==> images/metal_stack.png <==
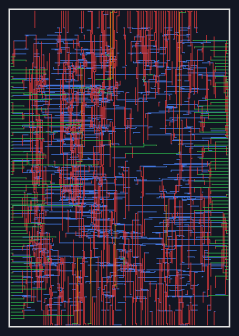
==> images/clock_map.png <==
Scale bar: 20 um.
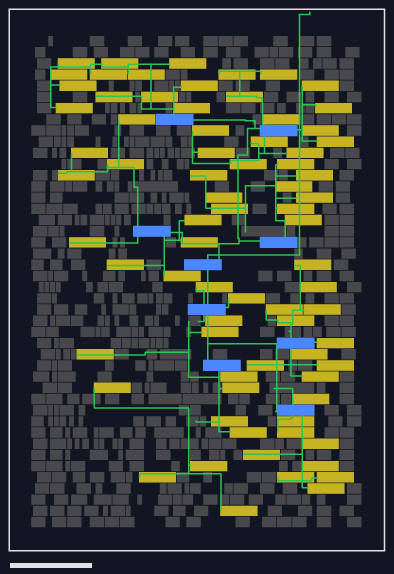
==> images/gate_families.png <==
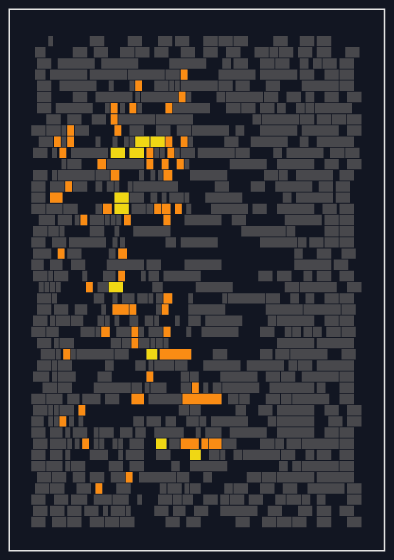
<file path="config.mk">
export PLATFORM = sky130hd
export DESIGN_NAME = mem_access_stage_flat
export DESIGN_NICKNAME = d
export VERILOG_FILES = /design/src/rtl/mem_access_stage_if.sv /design/src/rtl/mem_access_stage.sv /design/src/flat_wrapper.sv
export SDC_FILE = /design/constraint.sdc
export NUM_CORES = 1
export LEC_CHECK = 0
export CAP_MARGIN = 5
export CORE_ASPECT_RATIO = 1.5
export CORE_MARGIN = 5
export CORE_UTILIZATION = 38
export CTS_CLUSTER_SIZE = 20
export DETAILED_ROUTE_END_ITERATION = 8
export GPL_ROUTABILITY_DRIVEN = 0
export PLACE_DENSITY_LB_ADDON = 0.08
export SLEW_MARGIN = 10
export SYNTH_ARGS = -nofsm -noshare
export SYNTH_HDL_FRONTEND = slang
export SYNTH_SLANG_ARGS = --single-unit
</file>
<file path="constraint.sdc">
create_clock -name i_clock -period 3.3 [get_ports i_clock]
set_input_delay 0.825 -clock i_clock [delete_from_list [all_inputs] [get_ports i_clock]]
set_output_delay 0.825 -clock i_clock [all_outputs]
set_load 0.02 [all_outputs]
</file>
<file path="src/rtl/mem_access_stage_if.sv">
// Data-memory port bundle between the MEM stage (master) and the data memory (slave).
// The master holds req/we/addr/be/wdata stable until gnt; the slave answers loads with rvalid/rdata.
interface mem_access_stage_if #(
  parameter int NB_DATA = 32
);
  logic               req;
  logic               we;
  logic [NB_DATA-1:0] addr;
  logic [3:0]         be;
  logic [NB_DATA-1:0] wdata;
  logic               gnt;
  logic               rvalid;
  logic [NB_DATA-1:0] rdata;

  modport master (
    output req, we, addr, be, wdata,
    input  gnt, rvalid, rdata
  );

  modport slave (
    input  req, we, addr, be, wdata,
    output gnt, rvalid, rdata
  );
endinterface

</file>
<file path="src/rtl/mem_access_stage.sv">
// MEM pipeline stage: runs loads/stores over a req/gnt/rvalid memory port, stalls until the
// access completes, then fills the MEM/WB register (bubbles while stalled).
module mem_access_stage #(
  parameter int NB_DATA    = 32,
  parameter int NB_REG     = 5,
  parameter int NB_M_CTRL  = 6,
  parameter int NB_WB_CTRL = 3
) (
  input  logic                  i_clock,
  input  logic                  i_reset_n,
  input  logic [NB_M_CTRL-1:0]  i_M_control,
  input  logic [NB_WB_CTRL-1:0] i_WB_control,
  input  logic [NB_DATA-1:0]    i_result_alu,
  input  logic [NB_DATA-1:0]    i_data_write_mem,
  input  logic [NB_REG-1:0]     i_write_register,
  output logic                  o_stall,
  mem_access_stage_if.master    io_mem,
  output logic [NB_WB_CTRL-1:0] o_WB_control,
  output logic [NB_DATA-1:0]    o_read_data,
  output logic [NB_DATA-1:0]    o_result_alu,
  output logic [NB_REG-1:0]     o_write_register,
  output logic                  o_misaligned
);

  typedef enum logic [1:0] {
    IDLE       = 2'd0,
    WAIT_GNT   = 2'd1,
    WAIT_RDATA = 2'd2
  } state_t;

  state_t r_state;

  logic                  w_is_store;
  logic                  w_is_load;
  logic                  w_mem_op;
  logic [1:0]            w_size;
  logic [1:0]            w_k;
  logic                  w_misaligned;
  logic                  w_aligned_op;
  logic                  w_req;
  logic                  w_done;
  logic                  w_stall;
  logic [NB_DATA-1:0]    w_load_data;
  logic                  w_unused_ctrl;

  // Size 2'b11 behaves as a word; replication puts the store data on every lane it may target.
  function automatic logic [NB_DATA-1:0] f_store_lanes(input logic [1:0]         size,
                                                       input logic [NB_DATA-1:0] d);
    case (size)
      2'b00:   f_store_lanes = {4{d[7:0]}};
      2'b01:   f_store_lanes = {2{d[15:0]}};
      default: f_store_lanes = d;
    endcase
  endfunction

  function automatic logic [3:0] f_store_be(input logic [1:0] size, input logic [1:0] k);
    case (size)
      2'b00:   f_store_be = 4'b0001 << k;
      2'b01:   f_store_be = 4'b0011 << {k[1], 1'b0};
      default: f_store_be = 4'b1111;
    endcase
  endfunction

  function automatic logic [NB_DATA-1:0] f_load_ext(input logic [1:0]         size,
                                                    input logic               uns,
                                                    input logic [1:0]         k,
                                                    input logic [NB_DATA-1:0] rdata);
    logic [NB_DATA-1:0] shifted;
    logic [7:0]         b;
    logic [15:0]        h;
    shifted = rdata >> {k, 3'b000};
    b       = shifted[7:0];
    h       = k[1] ? rdata[31:16] : rdata[15:0];
    case (size)
      2'b00:   f_load_ext = uns ? {24'd0, b} : {{24{b[7]}}, b};
      2'b01:   f_load_ext = uns ? {16'd0, h} : {{16{h[15]}}, h};
      default: f_load_ext = rdata;
    endcase
  endfunction

  // Store wins when both read and write are set.
  assign w_is_store    = i_M_control[1];
  assign w_is_load     = i_M_control[0] & ~i_M_control[1];
  assign w_mem_op      = i_M_control[0] | i_M_control[1];
  assign w_size        = i_M_control[3:2];
  assign w_k           = i_result_alu[1:0];
  assign w_unused_ctrl = i_M_control[5];

  assign w_misaligned = w_mem_op &
                        (((w_size == 2'b01) & w_k[0]) | (w_size[1] & (w_k != 2'b00)));
  assign w_aligned_op = w_mem_op & ~w_misaligned;

  always_comb begin
    w_done = 1'b0;
    case (r_state)
      IDLE:       w_done = w_aligned_op & w_is_store & io_mem.gnt;
      WAIT_GNT:   w_done = w_is_store & io_mem.gnt;
      WAIT_RDATA: w_done = io_mem.rvalid;
      default:    w_done = 1'b0;
    endcase
  end

  // Reset gates the combinational handshake so an aborted access drops its request at once.
  assign w_req   = i_reset_n & (((r_state == IDLE) & w_aligned_op) | (r_state == WAIT_GNT));
  assign w_stall = i_reset_n & w_aligned_op & ~w_done;
  assign o_stall = w_stall;

  assign io_mem.req   = w_req;
  assign io_mem.we    = w_req & w_is_store;
  assign io_mem.addr  = {i_result_alu[NB_DATA-1:2], 2'b00};
  assign io_mem.be    = w_is_store ? f_store_be(w_size, w_k) : 4'b1111;
  assign io_mem.wdata = f_store_lanes(w_size, i_data_write_mem);

  assign w_load_data = f_load_ext(w_size, i_M_control[4], w_k, io_mem.rdata);

  always_ff @(posedge i_clock or negedge i_reset_n) begin
    if (!i_reset_n) begin
      r_state <= IDLE;
    end else begin
      case (r_state)
        IDLE: begin
          if (w_aligned_op) begin
            if (io_mem.gnt) r_state <= w_is_store ? IDLE : WAIT_RDATA;
            else            r_state <= WAIT_GNT;
          end
        end
        WAIT_GNT: begin
          if (io_mem.gnt) r_state <= w_is_store ? IDLE : WAIT_RDATA;
        end
        WAIT_RDATA: begin
          if (io_mem.rvalid) r_state <= IDLE;
        end
        default: r_state <= IDLE;
      endcase
    end
  end

  // MEM/WB register: bubble while stalled, otherwise capture the finished instruction.
  always_ff @(posedge i_clock or negedge i_reset_n) begin
    if (!i_reset_n) begin
      o_WB_control     <= '0;
      o_read_data      <= '0;
      o_result_alu     <= '0;
      o_write_register <= '0;
      o_misaligned     <= 1'b0;
    end else if (w_stall) begin
      o_WB_control     <= '0;
      o_read_data      <= '0;
      o_result_alu     <= '0;
      o_write_register <= '0;
      o_misaligned     <= 1'b0;
    end else begin
      o_WB_control     <= {i_WB_control[NB_WB_CTRL-1:1], i_WB_control[0] & ~w_misaligned};
      o_read_data      <= (w_is_load & ~w_misaligned) ? w_load_data : '0;
      o_result_alu     <= i_result_alu;
      o_write_register <= i_write_register;
      o_misaligned     <= w_misaligned;
    end
  end

endmodule

</file>
<file path="src/flat_wrapper.sv">
// flat-port wrapper written by rule: the top's interface ports become plain ports
module mem_access_stage_flat 
#(
  parameter int NB_DATA    = 32,
  parameter int NB_REG     = 5,
  parameter int NB_M_CTRL  = 6,
  parameter int NB_WB_CTRL = 3
)
  (i_clock, i_reset_n, i_M_control, i_WB_control, i_result_alu, i_data_write_mem, i_write_register, o_stall, o_WB_control, o_read_data, o_result_alu, o_write_register, o_misaligned, io_mem_req, io_mem_we, io_mem_addr, io_mem_be, io_mem_wdata, io_mem_gnt, io_mem_rvalid, io_mem_rdata);
  mem_access_stage_if #(.NB_DATA(NB_DATA)) io_mem_i ();
  input  logic i_clock;
  input  logic i_reset_n;
  input  logic [NB_M_CTRL-1:0] i_M_control;
  input  logic [NB_WB_CTRL-1:0] i_WB_control;
  input  logic [NB_DATA-1:0] i_result_alu;
  input  logic [NB_DATA-1:0] i_data_write_mem;
  input  logic [NB_REG-1:0] i_write_register;
  output logic o_stall;
  output logic [NB_WB_CTRL-1:0] o_WB_control;
  output logic [NB_DATA-1:0] o_read_data;
  output logic [NB_DATA-1:0] o_result_alu;
  output logic [NB_REG-1:0] o_write_register;
  output logic o_misaligned;
  output wire logic [$bits(io_mem_i.req)-1:0] io_mem_req;
  output wire logic [$bits(io_mem_i.we)-1:0] io_mem_we;
  output wire logic [$bits(io_mem_i.addr)-1:0] io_mem_addr;
  output wire logic [$bits(io_mem_i.be)-1:0] io_mem_be;
  output wire logic [$bits(io_mem_i.wdata)-1:0] io_mem_wdata;
  input wire logic [$bits(io_mem_i.gnt)-1:0] io_mem_gnt;
  input wire logic [$bits(io_mem_i.rvalid)-1:0] io_mem_rvalid;
  input wire logic [$bits(io_mem_i.rdata)-1:0] io_mem_rdata;
  assign io_mem_req = io_mem_i.req;
  assign io_mem_we = io_mem_i.we;
  assign io_mem_addr = io_mem_i.addr;
  assign io_mem_be = io_mem_i.be;
  assign io_mem_wdata = io_mem_i.wdata;
  assign io_mem_i.gnt = io_mem_gnt;
  assign io_mem_i.rvalid = io_mem_rvalid;
  assign io_mem_i.rdata = io_mem_rdata;
  mem_access_stage #(.NB_DATA(NB_DATA), .NB_REG(NB_REG), .NB_M_CTRL(NB_M_CTRL), .NB_WB_CTRL(NB_WB_CTRL)) u_core (.i_clock(i_clock), .i_reset_n(i_reset_n), .i_M_control(i_M_control), .i_WB_control(i_WB_control), .i_result_alu(i_result_alu), .i_data_write_mem(i_data_write_mem), .i_write_register(i_write_register), .o_stall(o_stall), .io_mem(io_mem_i), .o_WB_control(o_WB_control), .o_read_data(o_read_data), .o_result_alu(o_result_alu), .o_write_register(o_write_register), .o_misaligned(o_misaligned));
endmodule
</file>
==> impl_metrics.yaml <==
# physical design summary
outcome:
  status: "finished clean"
setup_path:
  cp_data_arrival_time_ps: 2380
  ff2ff_path_depth: 4
  worst_r2r_startpoint: "u_core.r_state[0]"
  critical_path.reg2reg.endpoint: "u_core.o_read_data[15]"
  path_cells: "clkdlybuf4s50_1 > buf_4 > or2_2 > nand2_1 > nand2_1 > dlygate4sd2_1"
  critical_path.most_common_cell: "sky130_fd_sc_hd__nand2_1"
  cp_data_required_time_ps: 2470
  worst-r2r-setup-slack_ps: 1630
synth:
  yosysChipArea_mm2: 0.00373
  synthDistinctLibCells: 38
  synthCells: 379
  synthDominantCellAreaShare_pct: 50.3
  synthMuxAreaShare_pct: 5.74
  syn_area_per_cell_um2: 9.84
  synth-edff-count: 0
  yosys.area_share.aoi_pct: 12.0
  synth-seq-area-share_pct: 50.3
  syn_area_mm2: 0.00373
  ys_ff: 75
  synth_warnings: 0
  postSynth.asyncResetShare_pct: 100
global_route:
  gr-usage-met2_pct: 37.6
  grt_pass1_vias: 3805
  grt_remaining_overflow: 0
  gr-usage-met3_pct: 8.01
  grt_start_max_net_pins: 42
  grt_most_used_layer: "met2"
pwr:
  design_power_total_mw: 2.79
  netSwitchingPower_mw: 0.722
  power.leakage_nw: 2.89
  clock_power_share_pct: 39.9
  power_frac_seq_pct: 35.2
  vdd_ir_drop_max_uv: 346
  combPwrFrac_pct: 25.0
  power.internal_mw: 2.07
finish:
  layout.cells.most_common: "sky130_fd_sc_hd__clkdlybuf4s50_1"
  num_antenna_cells: 0
  area_growth_pct: 74.3
  layout_net_count: 721
  fraction_of_layout_cells_with_a_size_suffix_above_1_pct: 10.6
die:
  design.die.area_mm2: 0.0119
  die-height_um: 131
  die_width_um: 90.9
  ios: 258
hold_path:
  worstHoldPathType: "in2async"
routing:
  antenna_left: 0
  met3WireLength_mm: 1.35
  initialDrtViolationCount: 130
  detail_route.wl_per_cell_um: 17.2
  vias_per_inst: 4.88
clocking:
  worstSkewPairLatency_ps: 320
  cts_tree: "built"
  clock_path_buffers: 2
  ctsRootBufferMaster: "sky130_fd_sc_hd__clkbuf_16"
  post_cts.resized_instances: 20
  cts_max_level: 3
  clk_pin_slew_ps: 60
timing:
  rsz0062_at_grt: "false"
  final-max-slew-violation-count: 0
  timing.clock.skew_ps: 5.62
  setup_viol: 0
  period_minus_slack_ps: 3210
job:
  warnings: 27
Notes on metal_stack.png above:
[green] met3 | wire length: 1350 um
[red] met2 | wire length: 6640 um
[orange] met4 | wire length: 252 um
[blue] met1 | wire length: 4270 um

Notes on clock_map.png above:
[green] clock wires | length: 941 um
[yellow] flip-flops | count: 75
[blue] cells driving clock nets | count: 9
routed clock nets: 10

Notes on gate_families.png above:
[orange] inverting AOI/OAI gates | cells: 57 | most used: a21oi_1
[yellow] AND-OR and OR-AND gates | cells: 10 | most used: a311o_1

power by group through the flow:
stage          logic [mW]  clock network (mW)  registers, mW
2_1_floorplan       0.272                   0           1.06
3_3_place_gp        0.704                   0          0.996
3_5_place_dp        0.712                   0          0.998
4_1_cts             0.706                1.14          0.982
5_1_grt             0.744                1.18          0.986
6_report            0.696                1.11          0.981
final cells by class:
type | count | area, um2
fillers | 787 | 3130
well taps | 115 | 144
clock buffers | 10 | 229
multi-input cells | 237 | 1390
clock inverters | 6 | 113
inverters | 5 | 18.8
repair buffers | 279 | 2730
flip-flops and latches | 75 | 1880
worst max-delay path, delay by kind of cell:
kind / cells / cell delay, ps
buffers and inverters: 3 / 1020
AND/OR/NAND/NOR: 3 / 530
Power figures rest on the tool's default switching activity, not on a simulated workload.
